==> src/rtl/raster_walker.sv <==
// Emits every pixel of a clamped bounding box, one per cycle, with valid/ready backpressure.
// Optional feature macro: RASTER_SERPENTINE_EN (odd rows relative to y_min walk right-to-left).
module raster_walker #(
    parameter int IMG_W = 256,
    parameter int IMG_H = 256
) (
    input  logic        clk,
    input  logic        rst,
    input  logic        bbox_valid,
    output logic        bbox_ready,
    input  logic [15:0] bbox_x_min_int,
    input  logic [15:0] bbox_x_max_int,
    input  logic [15:0] bbox_y_min_int,
    input  logic [15:0] bbox_y_max_int,
    output logic        pix_valid,
    input  logic        pix_ready,
    output logic [15:0] pix_x,
    output logic [15:0] pix_y,
    output logic        pix_last,
    output logic        done,
    output logic        empty,
    output logic [16:0] pix_cnt
);

    typedef enum logic [1:0] {
        IDLE = 2'd0,
        WALK = 2'd1,
        FIN  = 2'd2
    } state_t;

    localparam logic [15:0] X_LIM = 16'(IMG_W - 1);
    localparam logic [15:0] Y_LIM = 16'(IMG_H - 1);
    localparam logic [16:0] W_EXT = 17'(IMG_W);
    localparam logic [16:0] H_EXT = 17'(IMG_H);

    state_t      state_reg, state_next;
    logic [15:0] x_reg, x_next;
    logic [15:0] y_reg, y_next;
    logic [15:0] x_min_reg, x_min_next;
    logic [15:0] x_max_reg, x_max_next;
    logic [15:0] y_max_reg, y_max_next;
    logic        rev_reg, rev_next;
    logic        last_reg, last_next;
    logic        empty_reg, empty_next;
    logic [16:0] cnt_reg, cnt_next;
    logic [16:0] pix_cnt_reg, pix_cnt_next;

    logic        box_empty;
    logic [15:0] x_max_clamp;
    logic [15:0] y_max_clamp;
    logic        row_end;

    // Emptiness uses the raw bounds; clamping only ever shrinks a non-empty box.
    assign box_empty = (bbox_x_min_int > bbox_x_max_int) ||
                       (bbox_y_min_int > bbox_y_max_int) ||
                       ({1'b0, bbox_x_min_int} >= W_EXT) ||
                       ({1'b0, bbox_y_min_int} >= H_EXT);
    assign x_max_clamp = (bbox_x_max_int > X_LIM) ? X_LIM : bbox_x_max_int;
    assign y_max_clamp = (bbox_y_max_int > Y_LIM) ? Y_LIM : bbox_y_max_int;

    assign row_end = rev_reg ? (x_reg == x_min_reg) : (x_reg == x_max_reg);

    always_ff @(posedge clk or posedge rst) begin
        if (rst) begin
            state_reg   <= IDLE;
            x_reg       <= '0;
            y_reg       <= '0;
            x_min_reg   <= '0;
            x_max_reg   <= '0;
            y_max_reg   <= '0;
            rev_reg     <= 1'b0;
            last_reg    <= 1'b0;
            empty_reg   <= 1'b0;
            cnt_reg     <= '0;
            pix_cnt_reg <= '0;
        end else begin
            state_reg   <= state_next;
            x_reg       <= x_next;
            y_reg       <= y_next;
            x_min_reg   <= x_min_next;
            x_max_reg   <= x_max_next;
            y_max_reg   <= y_max_next;
            rev_reg     <= rev_next;
            last_reg    <= last_next;
            empty_reg   <= empty_next;
            cnt_reg     <= cnt_next;
            pix_cnt_reg <= pix_cnt_next;
        end
    end

    always_comb begin
        state_next = state_reg;
        x_next     = x_reg;
        y_next     = y_reg;
        x_min_next = x_min_reg;
        x_max_next = x_max_reg;
        y_max_next = y_max_reg;
        rev_next   = rev_reg;
        last_next  = last_reg;
        empty_next = 1'b0;
        cnt_next   = cnt_reg;

        case (state_reg)
            IDLE: begin
                if (bbox_valid) begin
                    x_min_next = bbox_x_min_int;
                    x_max_next = x_max_clamp;
                    y_max_next = y_max_clamp;
                    cnt_next   = '0;
                    rev_next   = 1'b0;
                    if (box_empty) begin
                        state_next = FIN;
                        empty_next = 1'b1;
                    end else begin
                        state_next = WALK;
                        x_next     = bbox_x_min_int;
                        y_next     = bbox_y_min_int;
                        last_next  = (bbox_x_min_int == x_max_clamp) &&
                                     (bbox_y_min_int == y_max_clamp);
                    end
                end
            end
            WALK: begin
                if (pix_ready) begin
                    cnt_next = cnt_reg + 17'd1;
                    if (last_reg) begin
                        state_next = FIN;
                        last_next  = 1'b0;
                    end else begin
                        if (row_end) begin
                            y_next = y_reg + 16'd1;
`ifdef RASTER_SERPENTINE_EN
                            rev_next = ~rev_reg;
                            x_next   = rev_reg ? x_min_reg : x_max_reg;
`else
                            x_next   = x_min_reg;
`endif
                        end else begin
                            x_next = rev_reg ? (x_reg - 16'd1) : (x_reg + 16'd1);
                        end
                        // Look ahead so pix_last is a plain register aligned with the next pixel.
                        last_next = (y_next == y_max_reg) &&
                                    (rev_next ? (x_next == x_min_reg) : (x_next == x_max_reg));
                    end
                end
            end
            FIN: begin
                state_next = IDLE;
            end
            default: begin
                state_next = IDLE;
            end
        endcase

        pix_cnt_next = (state_next == FIN) ? cnt_next : pix_cnt_reg;
    end

    assign bbox_ready = (state_reg == IDLE);
    assign pix_valid  = (state_reg == WALK);
    assign done       = (state_reg == FIN);
    assign empty      = empty_reg;
    assign pix_x      = x_reg;
    assign pix_y      = y_reg;
    assign pix_last   = last_reg;
    assign pix_cnt    = pix_cnt_reg;

endmodule

==> config.mk <==
export PLATFORM = sky130hd
export DESIGN_NAME = raster_walker
export DESIGN_NICKNAME = d
export VERILOG_FILES = /design/src/rtl/raster_walker.sv
export SDC_FILE = /design/constraint.sdc
export NUM_CORES = 1
export LEC_CHECK = 0
export CORE_UTILIZATION = 45
export DETAILED_ROUTE_END_ITERATION = 6
export GPL_TIMING_DRIVEN = 0
export PLACE_DENSITY = 0.68
export SLEW_MARGIN = 10
export SYNTH_ARGS = -nofsm -noshare
export SYNTH_HDL_FRONTEND = slang
export SYNTH_SLANG_ARGS = --single-unit
==> constraint.sdc <==
create_clock -name clk -period 5.3 [get_ports clk]
set_input_delay 0.795 -clock clk [delete_from_list [all_inputs] [get_ports clk]]
set_output_delay 0.795 -clock clk [all_outputs]
set_load 0.02 [all_outputs]
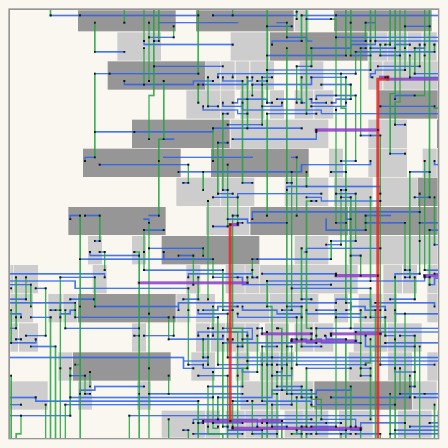
*A small window of the routed layout, run 1*
Region (13, 79) to (53, 119) um. Cells in gray, sequential cells in the stronger gray; small squares are vias.
- green: metal 2
- purple: metal 3
- blue: metal 1
- red: metal 4
- sequential cells in the window: 16
- cells with their middle in the window: 103
- most frequent: nand2_1 (23), dfrtp_1 (16), o21ai_0 (8)
- netlist names of flops here include: cnt_reg (6), x_min_reg (5), pix_x (3)

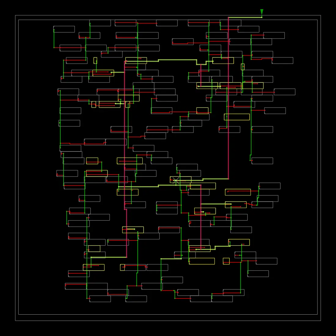
*Clock wiring as the flow saved it, run 1*
Num Clock Sinks: 118
Max Clock Skew: 6.190 ps
Clock buffer cells: 22

==> impl_metrics.py, run 1 <==
# Metrics from the implementation run
metrics = {
    "final_layout": {
        "n_all_buffers": 163,
        "seq_share": 0.3003,
        "fin_area_um2": 9832,
        "drive_above_1_share": 0.09064,
        "fill_cells": 1541,
        "buffer_area_frac": 0.1438,
        "num_antenna_cells": 0,
        "seq_cells": 118,
        "clk_share": 0.06579,
        "largestClassByArea": "multi-input combinational cells",
        "area.combinational_um2": 4388,
        "syn2layout_area_growth_pct": 28.25,
        "final_nets": 1106,
        "final_cell_mix": "nand2_1, clkdlybuf4s50_1, dfrtp_1",
        "comb_share": 0.4463,
        "layout_top_cell": "nand2_1",
        "inv_count": 40,
        "regArea_um2": 2953,
        "comb_cells": 663,
    },
    "setup_path": {
        "crit_type": "in -> reg",
        "reg2regPathDepth": 10,
        "path_buffers": 2,
        "worstPathArrival_ps": 4610,
        "cp-end-kind": "register",
        "crit_end": "pix_x[3]",
        "critPathRequiredTime_ps": 5600,
        "crit_slowest_cell": "clkdlybuf4s50_1",
        "crit_path_start": "bbox_x_min_int[2]",
        "r2r_start": "pix_y[0]",
        "r2r-end": "pix_last",
        "startpoint_type": "input port",
        "crit_path_max_fanout": 10,
        "slowest_delay_ps": 550,
        "worst-r2r-setup-slack_ps": 2180,
        "crit_top_cell": "a21oi_1",
        "path_depth": 12,
        "crit_chain": "clkdlybuf4s50_1 -> ha_1 -> a21oi_1 -> o22ai_1 -> o21ai_0 -> a21boi_0 -> or3_1 -> a21oi_1 -> a31oi_2 -> nor2_4 -> buf_2 -> mux2_2",
        "crit_family": "AND-OR/OR-AND gates",
    },
    "synthesis": {
        "synth-xor-area-share": 0.09254,
        "synth_warnings": 0,
        "ys_sh_mux": 0.07002,
        "async_reset_ff_frac": 1.000,
        "ff_type": "dfrtp_1",
        "ys_top_logic_family": "simple AND/OR/NAND/NOR gates",
        "ys_area_um2": 7666,
        "synth_top_area_share": 0.3852,
        "synth-edff-count": 0,
        "most_common_cell": "nand2_1",
        "topCellsByArea": "dfrtp_1, nand2_1, ha_1, xor2_1, mux2_2",
        "ys_sh_aoi": 0.1329,
        "numSynthFlops": 118,
        "yosysTopAreaCell": "dfrtp_1",
        "ys_top_cells_by_count": "nand2_1, dfrtp_1, o21ai_0",
        "synth.cellmix.simpleShare": 0.2198,
        "fa_ha_area_frac": 0.05712,
        "synth_area_um2": 7666,
        "synth.distinct_cells": 61,
        "ys_cells": 862,
        "synth_area_per_cell_um2": 8.893,
        "fp_nets": 965,
        "ys_seq_share": 0.3852,
        "synthCells": 862,
    },
    "outcome": {
        "violations": "design-rule violations",
        "outcome": "finished, violations left",
    },
    "clock_network": {
        "clock_latency_ps": 420,
        "cts_hold_buf": 0,
        "clk_pin_slew_ps": 50,
        "clockBufferDepth": 2,
        "cts_made_buffers": 17,
        "cts-root-buf": "clkbuf_16",
        "ctsResizeCount": 0,
        "htreeDepth": 4,
        "cts_setup_buffers": 0,
        "cts_tree": "built",
    },
    "final_timing": {
        "fin_ws_ps": 991.2,
        "worstMarginPinSlew_ps": 734.4,
        "finalMaxSlewViolations": 0,
        "setup_viol": 0,
        "rsz0062_at_grt": "no",
        "period_minus_slack_ps": 4309,
        "holdWs_ps": 475.8,
        "hold_violations": 0,
        "relSlewSlack": 0.5059,
        "timing.final.crit_share": 0.8130,
        "max_freq_mhz": 232.1,
    },
    "hold_path": {
        "min_to": "x_min_reg[6]",
        "hold_path_depth": 2,
        "min_path_type": "reg -> reg",
        "min_from": "x_min_reg[6]",
    },
    "global_routing": {
        "grt_pass1_vias": 6682,
        "grt_pass1_wl_um": 35760,
        "grtUsageTotal": 0.2625,
        "grt_remaining_overflow": 0,
        "grt_max_degree": 73,
        "antenna_found_initial": 0,
    },
    "floorplan": {
        "dieArea_um2": 17560,
        "row_count": 47,
        "fp_util": 0.4623,
        "die_w_um": 132.5,
        "taps": 220,
        "io_pins": 122,
        "core_um2": 16580,
        "die_h_um": 132.5,
    },
    "route": {
        "drcViolationCount": 1,
        "routedWlPerCell_um": 17.79,
        "antenna_left": 0,
        "routed_wl_um": 21970,
        "drt_first_pass_iters": 7,
        "drt-initial-drc-count": 651,
        "vias": 6928,
        "viasPerCell": 5.610,
    },
    "placement": {
        "dp_slack_ps": 612.8,
        "port_buffers": 121,
        "dp_hpwl_um": 16460,
        "place_area_um2": 9185,
        "place_congestion": 0.9230,
    },
    "run": {
        "drv_cap": 0,
        "log.warning_count": 26,
    },
    "power": {
        "power.leakage_nw": 4.484,
        "max-vdd-ir-drop_v": 0.0002490,
        "power.total_mw": 2.489,
        "power_density_nw_per_um2": 253.2,
    },
}
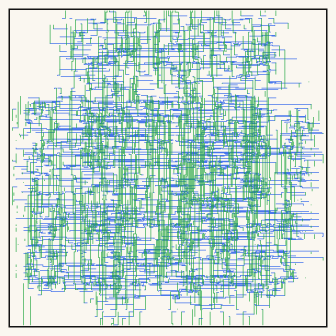
*Wiring by layer, run 1*
Two of the layers only.
- blue: metal 1 (wire length 10100 um)
- green: metal 2 (wire length 10100 um)

[run 1: stage by stage]
step	setup TNS, ps	utilization	instances
4_1_cts	0	0.5929	1235
2_1_floorplan	0	-	862
5_1_grt	0	0.5929	1235
3_3_place_gp	-46500	0.5519	1203
3_5_place_dp	0	0.5539	1204
6_report	0	0.5929	1235
[run 1: report_power, final]
part           switching, mW  internal (mW)  leakage [nW]
logic                  0.143          0.119          2.62
clock network          0.411          0.866         0.316
registers             0.0221          0.929          1.55
[run 1: routing by layer]
metal / up-vias / share of wire / GRT usage
met1: 3325 / 0.46 / 0.3603
met2: 239 / 0.46 / 0.4102
met3: 34 / 0.061 / 0.05326
met4: 0 / 0.022 / 0.09387
li1: 3330 / - / -
met5: - / 0 / 0
==> run 2, diff against run 1 <==
==> constraint.sdc (replaced) <==
create_clock -name clk -period 4.1 [get_ports clk]
set_input_delay 0.615 -clock clk [delete_from_list [all_inputs] [get_ports clk]]
set_output_delay 0.615 -clock clk [all_outputs]
set_load 0.02 [all_outputs]
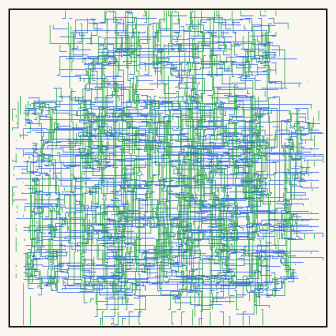
*Wiring by layer, run 2*
Two of the layers only.
- green: metal 2 (wire length 10200 um)
- blue: metal 1 (wire length 10000 um)

==> impl_metrics.py, run 2 <==
# Metrics from the implementation run
metrics = {
    "final_layout": {
        "n_all_buffers": 164,
        "area.combinational_um2": 4395,
        "fin_area_um2": 9847,
        "buffer_area_frac": 0.1443,
        "seq_share": 0.2999,
        "clkbuf_count": 22,
        "fill_cells": 1539,
        "inv_count": 40,
        "finish.utilization": 0.5938,
        "largestClassByArea": "multi-input combinational cells",
        "seq_cells": 118,
        "comb_share": 0.4464,
    },
    "final_timing": {
        "setup_viol": 0,
        "tns_ps": 0,
        "max_freq_mhz": 255.8,
        "relSlewSlack": 0.4776,
        "fin_ws_ps": 191.1,
        "period_minus_slack_ps": 3909,
        "hold_violations": 0,
        "fin_skew_ps": 6.539,
        "worstMarginPinSlew_ps": 776.5,
        "rsz0062_at_grt": "no",
    },
    "hold_path": {
        "min_path_type": "reg -> reg",
        "min_from": "x_min_reg[6]",
        "min_to": "x_min_reg[6]",
        "hold_path_depth": 2,
    },
    "setup_path": {
        "slowest_delay_ps": 730,
        "critPathRequiredTime_ps": 3480,
        "crit_end": "pix_valid",
        "crit_path_start": "state_reg[1]",
        "r2r-end": "pix_last",
        "reg2regPathDepth": 10,
        "crit_slowest_cell": "clkdlybuf4s50_1",
        "path_depth": 6,
        "crit_chain": "nand2b_1 -> inv_1 -> clkbuf_1 -> clkbuf_1 -> buf_1 -> clkdlybuf4s50_1",
        "startpoint_type": "register",
        "cp-end-kind": "primary output",
        "r2r_start": "pix_y[1]",
        "crit_top_cell": "clkbuf_1",
    },
    "power": {
        "max-vdd-ir-drop_v": 0.0003197,
        "comb_power_share": 0.105,
        "power_density_nw_per_um2": 326.5,
        "seq_cell_power_mw": 1.23,
        "power.share.switching": 0.2302,
        "powerComb_mw": 0.339,
        "p_clk_mw": 1.65,
        "p_int_mw": 2.475,
        "power.total_mw": 3.215,
        "power-top-group": "the clock network",
        "pwr-share-clk": 0.512,
        "power.leakage_nw": 4.493,
    },
    "synthesis": {
        "fp_nets": 965,
        "synth_area_um2": 7666,
        "synth.distinct_cells": 61,
        "synth-edff-count": 0,
        "most_common_cell": "nand2_1",
        "synth_area_per_cell_um2": 8.893,
        "ys_area_um2": 7666,
        "numSynthFlops": 118,
        "ys_seq_share": 0.3852,
        "ys_cells": 862,
        "ys_top_cells_by_count": "nand2_1, dfrtp_1, o21ai_0",
        "ff_type": "dfrtp_1",
        "synth_warnings": 0,
    },
    "placement": {
        "dp_slack_ps": -407.2,
        "place_congestion": 0.9230,
        "place_area_um2": 9185,
        "dp.cells": 1204,
        "dp_hpwl_um": 16460,
        "port_buffers": 121,
    },
    "clock_network": {
        "ctsResizeCount": 0,
        "clockBufferDepth": 2,
        "clk_pin_slew_ps": 50,
        "cts_setup_buffers": 0,
        "cts-root-buf": "clkbuf_16",
        "cts_made_buffers": 17,
        "cts_hold_buf": 0,
    },
    "floorplan": {
        "die_h_um": 132.5,
        "core_um2": 16580,
        "row_count": 47,
        "io_pins": 122,
    },
    "global_routing": {
        "antenna_found_initial": 0,
        "grtUsageTotal": 0.2625,
        "grt_max_degree": 73,
        "grt_pass1_vias": 6682,
    },
    "route": {
        "routedWlPerCell_um": 17.78,
        "drt-initial-drc-count": 547,
        "drcViolationCount": 0,
        "drt_first_pass_iters": 7,
        "routed_wl_um": 21980,
        "viasPerCell": 5.610,
        "vias": 6934,
    },
    "run": {
        "log.warning_count": 26,
    },
    "outcome": {
        "outcome": "finished, final reports clean",
    },
}
## run 2: cell types whose count changed in the layout (fill, tap and decap cells not counted)
| cell | previous run | this run |
|---|---|---|
| a21oi_2 | 1 | 0 |
| a21oi_4 | 0 | 1 |
| buf_4 | 1 | 2 |
## run 2: layer usage
layer / vias up / wire (um) / GRT usage
met3: 34 / 1352 / 0.05326
met2: 243 / 10180 / 0.4102
li1: 3321 / - / -
met4: 0 / 430 / 0.09387
met1: 3336 / 10020 / 0.3603
met5: - / 0 / 0
## run 2: kinds of logic (layout without fill, tap and decap cells)
kind of cell,count (synthesis),count (layout),share of synthesized area
compound gates,164,164,0.1329
xor+xnor,81,81,0.09254
fa+ha+maj,35,35,0.05712
buf+inv,81,235,0.04243
flops,118,118,0.3852
mux,49,49,0.07002
simple gates,334,334,0.2198
==> run 3, diff against run 2 <==
--- a/config.mk
+++ b/config.mk
@@ -6,6 +6,7 @@
 export NUM_CORES = 1
 export LEC_CHECK = 0
 export CORE_UTILIZATION = 45
+export CTS_BUF_LIST = sky130_fd_sc_hd__clkbuf_8
 export DETAILED_ROUTE_END_ITERATION = 6
 export GPL_TIMING_DRIVEN = 0
 export PLACE_DENSITY = 0.68
==> constraint.sdc (replaced) <==
create_clock -name clk -period 3.6 [get_ports clk]
set_input_delay 0.54 -clock clk [delete_from_list [all_inputs] [get_ports clk]]
set_output_delay 0.54 -clock clk [all_outputs]
set_load 0.02 [all_outputs]
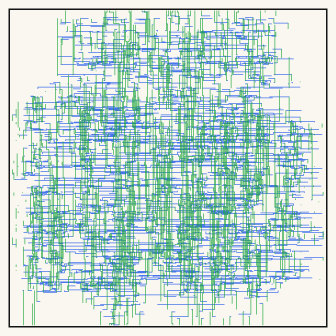
*Wiring by layer, run 3*
Two of the layers only.
- green: metal 2 (wire length 10200 um)
- blue: metal 1 (wire length 10100 um)

==> impl_metrics.py, run 3 <==
# Metrics from the implementation run
metrics = {
    "global_routing": {
        "grt_max_degree": 36,
    },
    "setup_path": {
        "slowest_delay_ps": 660,
        "cp-end-kind": "primary output",
        "crit_end": "pix_valid",
        "crit_slowest_cell": "clkdlybuf4s50_1",
        "crit_path_start": "state_reg[1]",
        "reg2regPathDepth": 10,
        "startpoint_type": "register",
    },
    "final_layout": {
        "inv_count": 40,
        "seq_cells": 118,
        "largestClassByArea": "multi-input combinational cells",
        "fill_cells": 1540,
        "clkbuf_count": 21,
        "buffer_area_frac": 0.1511,
        "fin_area_um2": 9754,
        "n_all_buffers": 168,
        "comb_share": 0.4518,
        "area.combinational_um2": 4407,
    },
    "power": {
        "seq_cell_power_mw": 1.40,
        "power.total_mw": 3.294,
        "power_density_nw_per_um2": 337.7,
        "powerComb_mw": 0.393,
        "power-top-group": "the clock network",
        "p_clk_mw": 1.50,
        "power.share.switching": 0.2396,
        "p_int_mw": 2.505,
        "power.leakage_nw": 4.455,
        "max-vdd-ir-drop_v": 0.0002447,
    },
    "route": {
        "drcViolationCount": 0,
        "routed_wl_um": 22040,
        "routedWlPerCell_um": 17.76,
        "viasPerCell": 5.580,
    },
    "synthesis": {
        "synth.distinct_cells": 61,
        "synth-edff-count": 0,
        "ys_top_cells_by_count": "nand2_1, dfrtp_1, o21ai_0",
        "synth.cellmix.simpleShare": 0.2198,
        "synth_area_um2": 7666,
        "ys_sh_mux": 0.07002,
        "numSynthFlops": 118,
        "synth_area_per_cell_um2": 8.893,
        "fa_ha_area_frac": 0.05712,
        "synth-xor-area-share": 0.09254,
        "synth_warnings": 0,
        "ys_area_um2": 7666,
        "ff_type": "dfrtp_1",
    },
    "placement": {
        "place_area_um2": 9216,
        "port_buffers": 121,
        "dp_hpwl_um": 16710,
        "place_congestion": 0.8872,
        "dp.cells": 1206,
    },
    "floorplan": {
        "io_pins": 122,
        "row_count": 47,
        "core_um2": 16580,
    },
    "final_timing": {
        "worstMarginPinSlew_ps": 763.5,
        "tns_ps": 0,
        "relSlewSlack": 0.4863,
        "fin_skew_ps": 10.46,
        "fin_ws_ps": 124.4,
        "hold_violations": 0,
        "rsz0062_at_grt": "no",
    },
    "clock_network": {
        "cts-root-buf": "clkbuf_8",
        "clockBufferDepth": 2,
        "cts_hold_buf": 0,
        "cts_setup_buffers": 1,
        "clk_pin_slew_ps": 70,
    },
    "outcome": {
        "outcome": "finished, final reports clean",
    },
    "hold_path": {
        "min_path_type": "in -> async",
    },
}
## run 3: cell families after synthesis
kind of cell / Yosys count
muxes: 49
AOI/OAI and AO/OA: 164
and+or+nand+nor: 334
adders and majority gates: 35
xor gates and xnor gates: 81
DFF: 118
buffers and inverters: 81
## run 3: metal layers
| metal | global-route usage | routed length (um) | up-vias |
|---|---|---|---|
| met1 | 0.3524 | 10130 | 3325 |
| met2 | 0.4126 | 10210 | 227 |
| li1 | - | - | 3340 |
| met3 | 0.05517 | 1271 | 33 |
| met5 | 0 | 0 | - |
| met4 | 0.09004 | 425 | 0 |
## run 3: worst reg2reg max path, stage by stage, from the launching register on
cell       delay, ps
dfrtp_1          470
xor2_1           210
nor4_2           410
nand4_4          270
buf_6            240
buf_2            220
or2_1            280
nor2_1           360
nand2_1          180
o22ai_1          190
a2bb2oi_1         90

==> notes/layouts.md <==
Pictures saved along the way, in no particular order.

Where the registers sit.
Scale bar: 50 um. Other sequential cells in the stronger gray, the rest of the logic in the fainter gray.
image #1
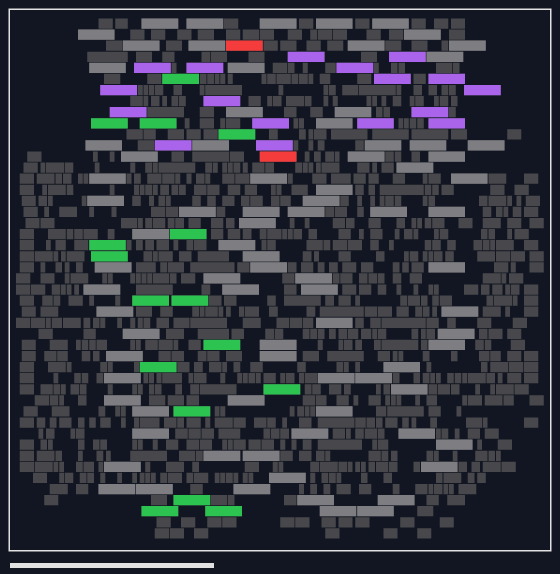
image #2
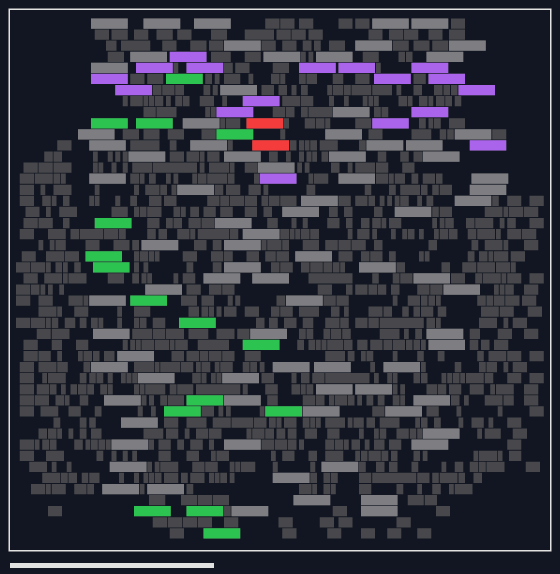
run 1 -> image #1
run 3 -> image #2

Key to image #2:
- red: state_reg (placed flops 2)
- green: pix_x (placed flops 16)
- purple: cnt_reg (placed flops 17)

Power and IR drop assume default switching activity.
